Zoomed window:
Region (74, 74) to (99, 99) um. Cells in gray, sequential cells in the stronger gray; small squares are vias.
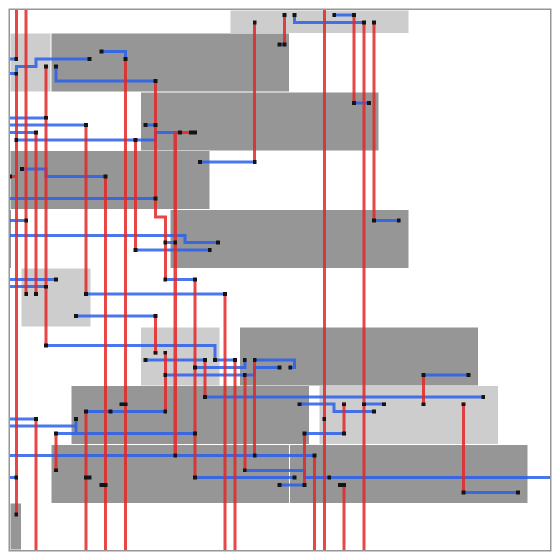
Congestion heat map:
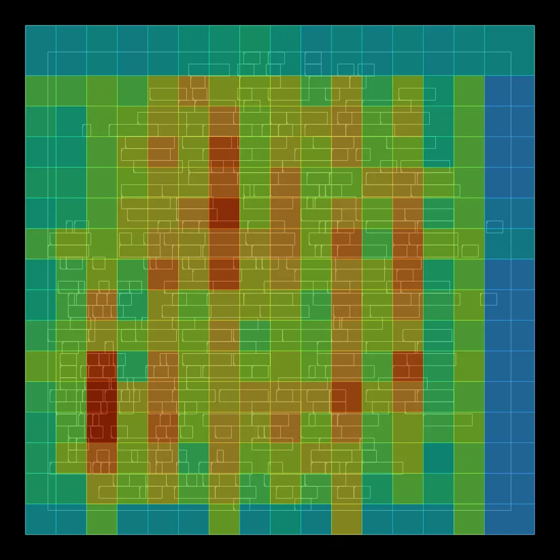
Sequential cells colored by netlist name:
Drawn at 4 px/um. Other sequential cells in the stronger gray, the rest of the logic in the fainter gray.
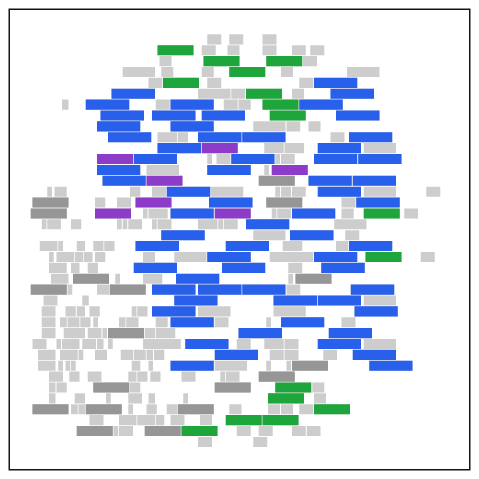
Selected gate families:
Drawn at 2 px/um.
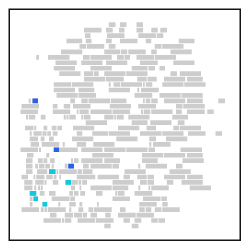
Met1 routing:
Drawn at 2 px/um.
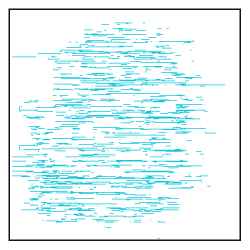
File: src/rtl/mux_pkg.sv
`default_nettype none
// ============================================================================
//  Module   : mux_pkg
//  Purpose  : Shared types, defaults and the word-packing helper for the
//             mux sample packer.
//  Contents : MUX_SAMPLES_DEFAULT, MUX_FIFO_DEPTH_DEFAULT, MUX_SAMPLES_MAX,
//             pack_state_e, pack_word()
//  Revision : 1.0 - initial release
// ============================================================================
package mux_pkg;

   localparam int MUX_SAMPLES_DEFAULT    = 8;
   localparam int MUX_FIFO_DEPTH_DEFAULT = 4;
   // Upper bound for SAMPLES; keeps the helper's fixed-width arguments legal.
   localparam int MUX_SAMPLES_MAX        = 16;

   typedef enum logic {
      IDLE    = 1'b0,
      COLLECT = 1'b1
   } pack_state_e;

   // Places the y1 lane above the y0 lane. The arguments are zero-extended
   // lanes of 'samples' bits; callers slice the low 2*samples bits.
   function automatic logic [63:0] pack_word(input logic [31:0] y1_bits,
                                              input logic [31:0] y0_bits,
                                              input int          samples);
      logic [63:0] w;
      w = 64'(y0_bits) & ((64'd1 << samples) - 64'd1);
      w = w | (64'(y1_bits) << samples);
      return w;
   endfunction

endpackage
`default_nettype wire

File: src/rtl/mux_word_fifo.sv
`default_nettype none
// ============================================================================
//  Module   : mux_word_fifo
//  Purpose  : Small register-based FIFO with a registered head word. Drop
//             policy on full is decided by the parent; a push while full is
//             only accepted together with a pop.
//  Ports    : clk_i, rst_ni (async, active-low), clr_i (sync flush)
//             push_i/data_i  - write side
//             pop_i          - remove head (ignored when empty)
//             head_o         - current head word
//             empty_o/full_o/count_o - occupancy
//  Revision : 1.0 - initial release
// ============================================================================
module mux_word_fifo #(
   parameter int WIDTH = 16,
   parameter int DEPTH = 4
) (
   input  logic                     clk_i,
   input  logic                     rst_ni,
   input  logic                     clr_i,
   input  logic                     push_i,
   input  logic [WIDTH-1:0]         data_i,
   input  logic                     pop_i,
   output logic [WIDTH-1:0]         head_o,
   output logic                     empty_o,
   output logic                     full_o,
   output logic [$clog2(DEPTH):0]   count_o
);

   localparam int                 C_PTR_W = $clog2(DEPTH);
   localparam logic [C_PTR_W:0]   C_DEPTH = (C_PTR_W + 1)'(DEPTH);
   localparam logic [C_PTR_W:0]   C_ONE   = (C_PTR_W + 1)'(1);

   if (DEPTH < 2 || (DEPTH & (DEPTH - 1)) != 0) begin : g_bad_depth
      $error("mux_word_fifo: DEPTH must be a power of 2 and >= 2");
   end

   logic [WIDTH-1:0]   mem_q [DEPTH];
   logic [C_PTR_W-1:0] rd_ptr_q, rd_ptr_d;
   logic [C_PTR_W-1:0] wr_ptr_q, wr_ptr_d;
   logic [C_PTR_W:0]   count_q, count_d;
   logic [WIDTH-1:0]   head_q, head_d;

   logic               w_pop;
   logic               w_push;
   logic [C_PTR_W-1:0] w_rd_next;

   assign empty_o   = (count_q == '0);
   assign full_o    = (count_q == C_DEPTH);
   assign w_pop     = pop_i & ~empty_o;
   assign w_push    = push_i & (~full_o | w_pop);
   assign w_rd_next = rd_ptr_q + 1'b1;

   always_comb begin
      rd_ptr_d = rd_ptr_q;
      wr_ptr_d = wr_ptr_q;
      count_d  = count_q;
      head_d   = head_q;
      if (clr_i) begin
         rd_ptr_d = '0;
         wr_ptr_d = '0;
         count_d  = '0;
         head_d   = '0;
      end else begin
         if (w_push) wr_ptr_d = wr_ptr_q + 1'b1;
         if (w_pop)  rd_ptr_d = w_rd_next;
         if (w_push && !w_pop)      count_d = count_q + C_ONE;
         else if (w_pop && !w_push) count_d = count_q - C_ONE;
         // Head tracks the entry rd_ptr will point at after this edge.
         // With one word left, a simultaneous push becomes the new head
         // directly since it has not landed in storage yet.
         if (w_pop) begin
            if (count_q > C_ONE) head_d = mem_q[w_rd_next];
            else if (w_push)     head_d = data_i;
         end else if (w_push && empty_o) begin
            head_d = data_i;
         end
      end
   end

   always_ff @(posedge clk_i or negedge rst_ni) begin
      if (!rst_ni) begin
         rd_ptr_q <= '0;
         wr_ptr_q <= '0;
         count_q  <= '0;
         head_q   <= '0;
      end else begin
         rd_ptr_q <= rd_ptr_d;
         wr_ptr_q <= wr_ptr_d;
         count_q  <= count_d;
         head_q   <= head_d;
      end
   end

   // Storage needs no reset: occupancy alone decides what is valid.
   always_ff @(posedge clk_i) begin
      if (w_push && !clr_i) mem_q[wr_ptr_q] <= data_i;
   end

   assign head_o  = head_q;
   assign count_o = count_q;

endmodule
`default_nettype wire

File: src/rtl/mux_sample_packer.sv
`default_nettype none
// ============================================================================
//  Module   : mux_sample_packer
//  Purpose  : Samples the y0/y1 mux outputs on enabled cycles, packs SAMPLES
//             samples per lane into {y1_bits, y0_bits} words and streams the
//             completed words out of a small FIFO over valid/ready. Capture
//             never stalls; words completed into a full FIFO are dropped and
//             flagged by a sticky overflow bit.
//  Ports    : clk_i, rst_ni (async, active-low), en_i, clr_i (sync clear)
//             y0_i, y1_i            - mux outputs to sample
//             word_o/word_valid_o/word_ready_i - output stream
//             fill_o                - words held in the FIFO
//             overflow_o            - sticky word-dropped flag
//  Revision : 1.0 - initial release
// ============================================================================
module mux_sample_packer
   import mux_pkg::*;
#(
   parameter int SAMPLES    = MUX_SAMPLES_DEFAULT,
   parameter int FIFO_DEPTH = MUX_FIFO_DEPTH_DEFAULT
) (
   input  logic                          clk_i,
   input  logic                          rst_ni,
   input  logic                          en_i,
   input  logic                          clr_i,
   input  logic                          y0_i,
   input  logic                          y1_i,
   output logic [2*SAMPLES-1:0]          word_o,
   output logic                          word_valid_o,
   input  logic                          word_ready_i,
   output logic [$clog2(FIFO_DEPTH):0]   fill_o,
   output logic                          overflow_o
);

   localparam int                 C_CNT_W  = $clog2(SAMPLES);
   localparam logic [C_CNT_W-1:0] C_LAST   = C_CNT_W'(SAMPLES - 1);
   // Lanes hold only samples 0..SAMPLES-2; the final sample comes straight
   // from the input when the word is assembled.
   localparam int                 C_LANE_W = SAMPLES - 1;

   if (SAMPLES < 2 || SAMPLES > MUX_SAMPLES_MAX) begin : g_bad_samples
      $error("mux_sample_packer: SAMPLES out of range");
   end

   pack_state_e           state_q, state_d;
   logic [C_CNT_W-1:0]    cnt_q, cnt_d;
   logic [C_LANE_W-1:0]   y0_lane_q, y0_lane_d;
   logic [C_LANE_W-1:0]   y1_lane_q, y1_lane_d;
   logic                  overflow_q, overflow_d;

   logic                  w_take;
   logic                  w_done;
   logic                  w_pop;
   logic                  w_push;
   logic                  w_full;
   logic                  w_empty;
   logic [63:0]           w_packed;
   logic [2*SAMPLES-1:0]  w_word;
   logic                  unused_pack_hi;

   // clr_i wins over everything, so a sample or pop in its cycle is void.
   assign w_take = en_i & ~clr_i;
   assign w_done = w_take & (cnt_q == C_LAST);
   assign w_pop  = word_valid_o & word_ready_i & ~clr_i;
   // A completion into a full FIFO survives only if a slot frees this cycle.
   assign w_push = w_done & (~w_full | w_pop);

   assign w_packed = pack_word(32'({y1_i, y1_lane_q}), 32'({y0_i, y0_lane_q}), SAMPLES);
   assign w_word   = w_packed[2*SAMPLES-1:0];
   assign unused_pack_hi = ^w_packed[63:2*SAMPLES];

   always_comb begin
      state_d    = state_q;
      cnt_d      = cnt_q;
      y0_lane_d  = y0_lane_q;
      y1_lane_d  = y1_lane_q;
      overflow_d = overflow_q;
      if (clr_i) begin
         state_d    = IDLE;
         cnt_d      = '0;
         y0_lane_d  = '0;
         y1_lane_d  = '0;
         overflow_d = 1'b0;
      end else begin
         case (state_q)
            IDLE:    if (en_i) state_d = COLLECT;
            COLLECT: state_d = COLLECT;
            default: state_d = IDLE;
         endcase
         if (w_take) begin
            // Shift toward bit 0 so that sample k ends up in bit k.
            y0_lane_d = (y0_lane_q >> 1) | (C_LANE_W'(y0_i) << (C_LANE_W - 1));
            y1_lane_d = (y1_lane_q >> 1) | (C_LANE_W'(y1_i) << (C_LANE_W - 1));
            cnt_d     = w_done ? '0 : cnt_q + 1'b1;
         end
         if (w_done && w_full && !w_pop) overflow_d = 1'b1;
      end
   end

   always_ff @(posedge clk_i or negedge rst_ni) begin
      if (!rst_ni) begin
         state_q    <= IDLE;
         cnt_q      <= '0;
         y0_lane_q  <= '0;
         y1_lane_q  <= '0;
         overflow_q <= 1'b0;
      end else begin
         state_q    <= state_d;
         cnt_q      <= cnt_d;
         y0_lane_q  <= y0_lane_d;
         y1_lane_q  <= y1_lane_d;
         overflow_q <= overflow_d;
      end
   end

   mux_word_fifo #(
      .WIDTH (2*SAMPLES),
      .DEPTH (FIFO_DEPTH)
   ) u_fifo (
      .clk_i   (clk_i),
      .rst_ni  (rst_ni),
      .clr_i   (clr_i),
      .push_i  (w_push),
      .data_i  (w_word),
      .pop_i   (w_pop),
      .head_o  (word_o),
      .empty_o (w_empty),
      .full_o  (w_full),
      .count_o (fill_o)
   );

   assign word_valid_o = ~w_empty;
   assign overflow_o   = overflow_q;

endmodule
`default_nettype wire

File: config.mk
export PLATFORM = sky130hd
export DESIGN_NAME = mux_sample_packer
export DESIGN_NICKNAME = d
export VERILOG_FILES = /design/src/rtl/mux_pkg.sv /design/src/rtl/mux_word_fifo.sv /design/src/rtl/mux_sample_packer.sv
export SDC_FILE = /design/constraint.sdc
export NUM_CORES = 1
export LEC_CHECK = 0
export CORE_MARGIN = 5
export CORE_UTILIZATION = 40
export CTS_CLUSTER_DIAMETER = 200
export DETAILED_ROUTE_END_ITERATION = 8
export GPL_ROUTABILITY_DRIVEN = 1
export SYNTH_ARGS = -nofsm -noshare
export SYNTH_HDL_FRONTEND = slang
export SYNTH_SLANG_ARGS = --single-unit
File: constraint.sdc
create_clock -name clk_i -period 2.65 [get_ports clk_i]
set_input_delay 0.53 -clock clk_i [delete_from_list [all_inputs] [get_ports clk_i]]
set_output_delay 0.53 -clock clk_i [all_outputs]
set_load 0.01 [all_outputs]
==> flow_metrics.py <==
# Physical implementation metrics
metrics = {
    "routing": {
        "detail_route.wirelength_um": 8410,
        "drcViolationCount": 0,
        "post_route_met1_wirelength_um": 3960,
        "detail-route-antenna-nets": 0,
        "dr_total_vias": 2339,
        "routed.top_layer": "met4",
        "wl_met3_um": 176,
        "drt-initial-drc-count": 100,
        "drt_pass1_iterations": 4,
        "route.detailed.vias_per_inst": 5.23,
    },
    "synth": {
        "synthArstFlopShare_pct": 39.0,
        "postSynthSeqShare_pct": 67.1,
        "yosysWarningCount": 0,
        "synth_cell_type_count": 34,
        "yosys.area.top_type_share_pct": 43.8,
        "library_cell_with_the_largest_summed_area_after_synthesis": "sky130_fd_sc_hd__edfxtp_1",
        "cell_total_in_the_yosys_stat_output": 263,
        "synth_cells": 263,
        "syn_nets": 280,
        "syn_area_per_cell_um2": 16.7,
        "synth_area_um2": 4390,
        "number_of_enable_type_register_cells_in_the_synthesized_netlist": 64,
        "synth.area.top_cells": "sky130_fd_sc_hd__edfxtp_1 44%, sky130_fd_sc_hd__dfrtp_1 23%, sky130_fd_sc_hd__mux4_2 8.2%",
        "synthFlopType": "sky130_fd_sc_hd__edfxtp_1",
        "synth.ff_latch_count": 105,
    },
    "run": {
        "max-cap-violations": 0,
        "log.warning_count": 32,
    },
    "placement": {
        "place_hpwl_um": 5220,
        "dp_slack_ns": 0.312,
        "finalWeightedCongestion": 0.744,
        "dp.cells": 431,
    },
    "global_route": {
        "grt_max_degree": 29,
        "grt_overflow": 0,
        "global_route_wire_length_before_repair_um": 13600,
        "grt_antenna_before_repair": 0,
        "grt_pass1_vias": 2420,
    },
    "critical_path": {
        "crit_chain": "inv_1 -> ha_1 -> nand2b_1 -> clkdlybuf4s50_1",
        "path_max_fanout": 7,
        "critical_path.startpoint_type": "register",
        "worstPathArrival_ns": 1.83,
        "cp-end-kind": "primary output",
        "kind_of_critical_path": "reg2out",
        "critical-path-max-stage-delay_ns": 0.54,
    },
    "floorplanning": {
        "design.portCount": 28,
        "fp_density_pct": 40.7,
        "die_height_um": 115,
        "die-width_um": 115,
        "core.rowCount": 38,
        "chip_area_um2": 13200,
    },
    "timing": {
        "setup_slack_ns": 0.286,
        "fin_crit_ns": 2.36,
        "max_clock_freq_ghz": 0.423,
        "skew_ns": 0.0107,
        "grt_setup_unrepaired": "no",
        "final_tally_of_hold_violations": 0,
        "maxSlewHeadroom_pct": 46.4,
        "setup_violations": 0,
        "timing.setup.tns_ns": 0,
        "slew_violations": 0,
        "actual_transition_at_the_worst_max_transition_pin_ns": 0.803,
    },
    "final_layout": {
        "layoutNonFillerInstCount": 447,
        "layout-drive-gt1-share_pct": 16.0,
        "design.final.nets": 319,
        "layout_top_cell_excl_fill_tap": "sky130_fd_sc_hd__edfxtp_1",
        "num_antenna_cells": 0,
        "leading_cell_types_in_the_layout_fill_and_taps_excluded": "64 x sky130_fd_sc_hd__edfxtp_1, 41 x sky130_fd_sc_hd__dfrtp_1, 34 x sky130_fd_sc_hd__mux2i_1",
    },
    "pwr": {
        "cellPowerDensity_nw_per_um2": 739,
        "leakage_power_of_the_design_nw": 2.02,
        "power.ir.vdd_worst_v": 0.000567,
    },
    "clock_tree": {
        "ctsRootBufferMaster": "sky130_fd_sc_hd__clkbuf_8",
        "cts.clk_slew.worst_paths_ns": 0.10,
        "clk_path_buf_depth": 2,
        "cts.repair_timing.setup_buffer_count": 0,
        "clk_latency_worst_skew_pair_ns": 0.36,
        "cts_htree_levels": 3,
        "postCtsResizedCells": 0,
        "cts_inserted_buffers": 9,
        "cts_tree": "yes",
    },
    "run_status": {
        "status": "completed",
    },
    "hold_path": {
        "timing.hold.worst.class": "in2async",
    },
}
-- 'zoomed window' (at the start) --
met1: shown in blue. met2: shown in red.
Most frequent: edfxtp_1 (8), mux2i_1 (2). Sequential cells in the window: 8. 12 logic cells have their middle in the window. Netlist names of flops here include u_fifo.mem_q (8).

-- 'congestion heat map' (at the start) --
GR Util met3: 2.53%
wire length per cell after detailed routing: 18.8 um
core occupancy in the finished layout: 46.8%
total global routing track utilization: 13.7%

-- 'sequential cells colored by netlist name' (at the start) --
y1_lane_q: shown in purple, flops 7. u_fifo.head_o: shown in green, flops 16. u_fifo.mem_q: shown in blue, flops 64.
Another 18 sequential cells are not colored.

-- 'selected gate families' (at the start) --
XOR/XNOR gates: shown in blue, cells 3, most used xor2_1. AND-OR and OR-AND gates: shown in cyan, cells 5, where bottom left.

-- 'met1 routing' (at the start) --
The wires run mostly horizontal. The layer carries 3960 um of wire. The layer holds 47% of the routed length. 289 nets have wire on it.

[worst max-delay path, delay by kind of cell, from the launching register on]
| kind | cells | cell delay, ns |
|---|---|---|
| adder cells (fa/ha/maj) | 1 | 0.24 |
| buffers and inverters | 2 | 0.65 |
| flip-flops | 1 | 0.47 |
| AND/OR/NAND/NOR | 1 | 0.11 |
[logic make-up after synthesis]
logic type,after synthesis,share of synthesized area [%]
xor gates and xnor gates,3,0.598
and+or+nand+nor,44,4.84
DFF,105,67.1
buffers and inverters,21,2.56
adders and majority gates,10,2.85
AOI/OAI and AO/OA,30,6.07
muxes,50,16.0
[area by class of cell]
type                    count  area, um^2
clock buffers              10         128
fillers                   930        5740
well taps                 140         175
repair buffers             42         378
multi-input cells         137        1330
inverters                   7        26.3
clock inverters             6        66.3
flip-flops and latches    105        2950
[flip-flops by register name, summed over array words and instances, names as in the netlist]
signal           flops
u_fifo.mem_q        64
u_fifo.head_o       16
y0_lane_q            7
y1_lane_q            7
cnt_q                3
u_fifo.count_o       3
u_fifo.rd_ptr_q      2
u_fifo.wr_ptr_q      2
overflow_o           1
[synth_stat cells, types with 2 or more instances]
cell	instances
sky130_fd_sc_hd__edfxtp_1	64
sky130_fd_sc_hd__nor2_1	23
sky130_fd_sc_hd__nand2_1	3
sky130_fd_sc_hd__mux2i_1	34
sky130_fd_sc_hd__nand3b_1	3
sky130_fd_sc_hd__mux4_2	16
sky130_fd_sc_hd__dfrtp_1	41
sky130_fd_sc_hd__buf_6	3
sky130_fd_sc_hd__nand3_1	3
sky130_fd_sc_hd__nand2b_1	3
sky130_fd_sc_hd__xor2_1	2
sky130_fd_sc_hd__ha_1	10
sky130_fd_sc_hd__nor3_1	2
sky130_fd_sc_hd__a21oi_1	5
sky130_fd_sc_hd__o2bb2ai_1	16
sky130_fd_sc_hd__and2_1	4
sky130_fd_sc_hd__inv_1	7
sky130_fd_sc_hd__buf_2	6
sky130_fd_sc_hd__clkbuf_1	3
[worst paths after layout]
kind / startpoint / to / slack, ns / depth (start not counted)
setup / recovery: u_fifo.count_o[1] / word_valid_o / 0.29 / 4
hold reg to reg: u_fifo.head_o[11] / u_fifo.head_o[11] / 0.50 / 1
max in group asynchronous: rst_ni / u_fifo.head_o[6] / 1.86 / 2
min in group clk_i: u_fifo.head_o[11] / u_fifo.head_o[11] / 0.50 / 1
setup reg to reg: u_fifo.count_o[1] / u_fifo.mem_q[1][6] / 0.53 / 6
hold / removal: rst_ni / y1_lane_q[3] / 0.06 / 1
[layer usage]
| metal | GRT usage [%] | up-vias |
|---|---|---|
| met5 | 0 | - |
| met4 | 4.23 | 0 |
| met3 | 2.53 | 12 |
| met2 | 23.0 | 36 |
| met1 | 18.4 | 1215 |
| li1 | - | 1076 |
[power breakdown]
group          switching (W)  total (W)  internal (W)
Clock               0.000545   0.000986      0.000441
Sequential         0.0000884    0.00186       0.00178
Combinational       0.000465   0.000885      0.000420
[stage by stage]
step                      utilization, %  total power, W  area (um^2)
final                               46.8         0.00374         5050
after floorplan                        -         0.00250         4390
after CTS                           46.8         0.00377         5050
after global routing                46.8         0.00391         5050
after global placement              45.0         0.00278         4860
after detailed placement            45.0         0.00279         4860
No activity file was given, so power comes from the tool's default toggle rates.
